`src/rtl/serial_logic_unit.sv`:
```
// Bit-serial NOT/AND/OR/XOR unit: LSB-first through a 1-bit gate, result done WIDTH+1 cycles after accept.
// Start is accepted in IDLE or DONE only and ignored while busy; SERIAL_LOGIC_PARITY_EN adds a parity output.
module serial_logic_unit #(
  parameter int WIDTH = 8
) (
  input  logic             clk,
  input  logic             rst_n,
  input  logic             start,
  input  logic [1:0]       op,
  input  logic [WIDTH-1:0] a,
  input  logic [WIDTH-1:0] b,
  output logic             busy,
  output logic             done,
  output logic [WIDTH-1:0] result,
  output logic             bit_o
`ifdef SERIAL_LOGIC_PARITY_EN
  ,
  output logic             parity
`endif
);

  localparam int CNT_W = $clog2(WIDTH + 1);
  localparam logic [CNT_W-1:0] LAST = CNT_W'(WIDTH - 1);

  typedef enum logic [1:0] {
    IDLE  = 2'd0,
    SHIFT = 2'd1,
    DONE  = 2'd2
  } state_t;

  state_t           state;
  logic [CNT_W-1:0] cnt;
  logic [WIDTH-1:0] a_reg;
  logic [WIDTH-1:0] b_reg;
  logic [1:0]       op_reg;
  logic             gate_bit;

  always_comb begin
    gate_bit = 1'b0;
    case (op_reg)
      2'b00:   gate_bit = ~a_reg[0];
      2'b01:   gate_bit = a_reg[0] & b_reg[0];
      2'b10:   gate_bit = a_reg[0] | b_reg[0];
      default: gate_bit = a_reg[0] ^ b_reg[0];
    endcase
  end

  // Qualified by busy so the debug bit reads 0 when idle (NOT of cleared operands would be 1).
  assign bit_o = busy & gate_bit;

  always_ff @(posedge clk or negedge rst_n) begin
    if (!rst_n) begin
      state  <= IDLE;
      busy   <= 1'b0;
      done   <= 1'b0;
      result <= '0;
      cnt    <= '0;
      a_reg  <= '0;
      b_reg  <= '0;
      op_reg <= 2'b00;
`ifdef SERIAL_LOGIC_PARITY_EN
      parity <= 1'b0;
`endif
    end else begin
      case (state)
        SHIFT: begin
          result <= {bit_o, result[WIDTH-1:1]};
          a_reg  <= a_reg >> 1;
          b_reg  <= b_reg >> 1;
          cnt    <= cnt + 1'b1;
`ifdef SERIAL_LOGIC_PARITY_EN
          parity <= parity ^ bit_o;
`endif
          if (cnt == LAST) begin
            state <= DONE;
            busy  <= 1'b0;
            done  <= 1'b1;
          end
        end
        default: begin
          // IDLE and DONE both accept a new request.
          done <= 1'b0;
          if (start) begin
            state  <= SHIFT;
            busy   <= 1'b1;
            a_reg  <= a;
            b_reg  <= b;
            op_reg <= op;
            cnt    <= '0;
            result <= '0;
`ifdef SERIAL_LOGIC_PARITY_EN
            parity <= 1'b0;
`endif
          end else begin
            state <= IDLE;
            busy  <= 1'b0;
          end
        end
      endcase
    end
  end

endmodule

```
`config.mk`:
```
export PLATFORM = sky130hd
export DESIGN_NAME = serial_logic_unit
export DESIGN_NICKNAME = d
export VERILOG_FILES = /design/src/rtl/serial_logic_unit.sv
export SDC_FILE = /design/constraint.sdc
export NUM_CORES = 1
export LEC_CHECK = 0
export CELL_PAD_IN_SITES_DETAIL_PLACEMENT = 0
export CELL_PAD_IN_SITES_GLOBAL_PLACEMENT = 1
export CORE_MARGIN = 1.5
export CORE_UTILIZATION = 39
export DETAILED_ROUTE_END_ITERATION = 16
export GPL_TIMING_DRIVEN = 0
export PLACE_DENSITY_LB_ADDON = 0.1
export SLEW_MARGIN = 20
export SYNTH_ARGS = -nofsm -noshare
export SYNTH_HDL_FRONTEND = slang
export SYNTH_SLANG_ARGS = --single-unit
```
`constraint.sdc`:
```
create_clock -name clk -period 2.2 [get_ports clk]
set_clock_uncertainty 0.05 [all_clocks]
set_input_delay 0.55 -clock clk [delete_from_list [all_inputs] [get_ports clk]]
set_output_delay 0.55 -clock clk [all_outputs]
set_load 0.005 [all_outputs]
```
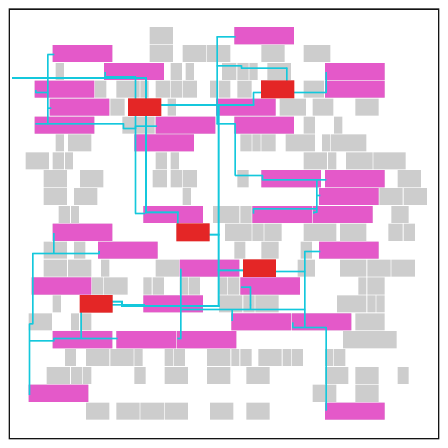
Run 1: routed clock nets over the placement
[cyan] clock wires | length: 416 um
[red] cells driving clock nets | count: 5
[magenta] flip-flops | count: 32
routed clock nets	6
flops lie	all over the die
Worst-Skew Late Latency: 0.28 ns
clock share of power: 18.5%

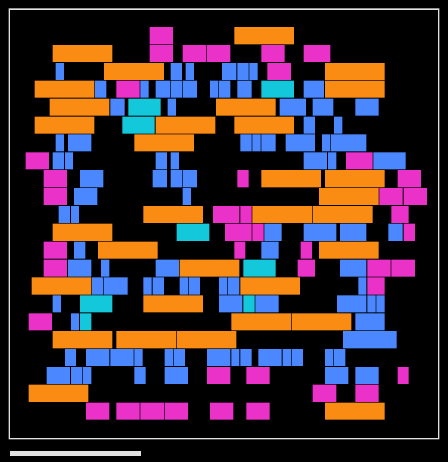
Run 1: cell classes on the final placement
Scale bar: 20 um.
colour	class	cells
magenta	other buffers and delay cells	42
blue	all other logic	94
cyan	clock drivers and dummy loads	8
orange	flops	32

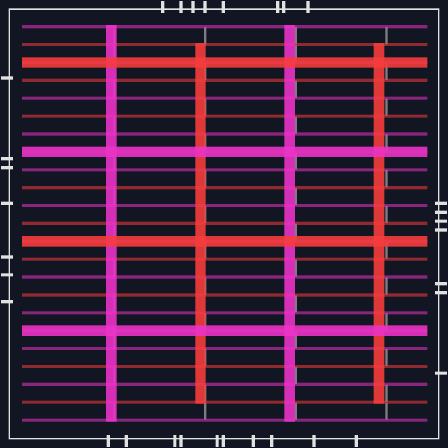
Run 1: supply network
Pins as bars on the die edge. Tap cells in grey.
colour	net
red	VDD
magenta	VSS
met5 straps	4
signal pins	32
Chip Width: 65.10 um
core area: 3689 um^2
worst vdd ir: 0.6061 mV
die height: 65.10 um

## run 1: per-stage QoR
stage	util [%]	power (W)	worst slack, ns	hold slack [ns]	std cells
final	53.39	0.002494	-0.1265	0.2584	224
after global routing	53.39	0.002717	-0.1816	0.3123	224
after CTS	53.39	0.002527	-0.1421	0.2870	224
after detailed placement	50.41	0.002033	-0.2044	0.4196	213
after global placement	50.54	0.001987	-0.1901	0.4080	213
after floorplan	-	0.001616	0.3002	0.2044	135
## run 1: timing repair
item / CTS / global route
pin swaps: 1 / 0
endpoints found under the setup margin: 1 / 1
buffers inserted: 3 / 0
resized: 4 / 0
cloned: 0 / 0
## run 1: critical path: stages, from the launching register on
cell	delay, ns
dfrtp_1	0.38
inv_2	0.05
ha_1	0.27
mux4_2	0.48
and2_1	0.15
buf_2	0.12
## run 1: cells in the mapped netlist, types with 3 or more instances
cell type / n / area [um^2]
inv_1: 3 / 11.26
mux2_2: 3 / 33.78
buf_6: 4 / 45.04
mux2i_1: 17 / 170.2
o21ai_0: 22 / 110.1
ha_1: 3 / 37.54
nor2_1: 4 / 15.01
nand2_1: 23 / 86.33
dfrtp_1: 32 / 800.8
buf_2: 4 / 20.02
nand2b_1: 8 / 50.05
## run 1: metal layers
metal | global-route usage [%] | wire length [um]
met3 | 5.308 | 140
met2 | 28.74 | 1477
met1 | 19.80 | 1301
met4 | 6.250 | 51
met5 | 0 | 0
## run 1: area by class of cell
type                       count  area share, %
buffer                         9          3.558
clock buffer                   6          4.193
clock inverter                 2         0.5083
inverter                       3         0.5718
multi-input combinational     91          31.58
sequential                    32          40.66
tap                           48          3.050
timing repair buffer          33          15.88
## run 1: logic make-up (layout without fill, tap and decap cells)
family	after synthesis	after routing	share of synthesized area, %
xor gates and xnor gates	1	1	0.5825
DFF	32	32	53.24
and+or+nand+nor	41	41	13.81
AOI/OAI and AO/OA	24	24	8.403
buffers and inverters	12	53	5.407
adders and majority gates	3	3	2.496
muxes	22	22	16.06
## run 1: path summary, 6_finish.rpt
kind                            startpoint        end  slack [ns]  depth (start not counted)
worst min register to register    b_reg[4]   b_reg[3]        0.43                          2
worst max-delay path              a_reg[0]      bit_o       -0.13                          5
min in group clk                  b_reg[4]   b_reg[3]        0.43                          2
worst max register to register    a_reg[0]  result[7]        0.57                          5
worst min-delay path                 rst_n   b_reg[0]        0.26                          1
max in group asynchronous            rst_n   a_reg[5]        1.38                          1
## run 1: power by group through the flow
| stage | clock (W) | sequential [W] | combinational (W) |
|---|---|---|---|
| 2_1_floorplan | 0 | 0.000985 | 0.000631 |
| 3_3_place_gp | 0 | 0.00100 | 0.000984 |
| 3_5_place_dp | 0 | 0.00102 | 0.00101 |
| 4_1_cts | 0.000477 | 0.00101 | 0.00104 |
| 5_1_grt | 0.000505 | 0.00104 | 0.00117 |
| 6_report | 0.000462 | 0.00101 | 0.00103 |
==> flow_summary_export.csv <==
group,metric,value,unit
status,status,"finished with violations",
status,violations,"negative setup slack",
die,initial_core_util,40.77,%
grt,grt.overflow.total,0,
sta,fin_ws,-0.1265,ns
clock_tree,cts.htree.levels,2,
final_layout,finalInstanceArea,1969,um^2
clock_tree,numCtsBuffers,5,
flow_run,tool_warnings,29,
setup_path,end_kind,"output port",
hold_path,hold_class,"in2async",
route,routed_wirelength,2.970,mm
route,drtIter0Drc,57,
sta,rsz0062_at_grt,"yes",
sta,finalCritPeriodShare,105.8,%
clock_tree,cts.sinks,32,
route,wl_per_cell,13.26,um
final_layout,layout.nets,199,
sta,fmax,0.4298,GHz
sta,finalHoldViolations,0,
final_layout,num-fill-cells,362,
final_layout,final_cell_mix,"dfrtp_1 (32), clkdlybuf4s50_1 (28), nand2_1 (23), o21ai_0 (22), mux2i_1 (17)",
sta,finalSetupViolations,1,
logic_synthesis,edf_count,0,
final_layout,register_area,800.8,um^2
logic_synthesis,ys_seq_share,53.24,%
clock_tree,cts_tree,"yes",
setup_path,crit_required,1.60,ns
grt,grt_first_pass_wirelength,5.292,mm
grt,grt_pass1_vias,1145,
flow_run,drv_cap,0,
power_and_ir_drop,p_seq_share,40.3,%
die,rows,22,
Power is estimated from default activity; no workload was simulated.
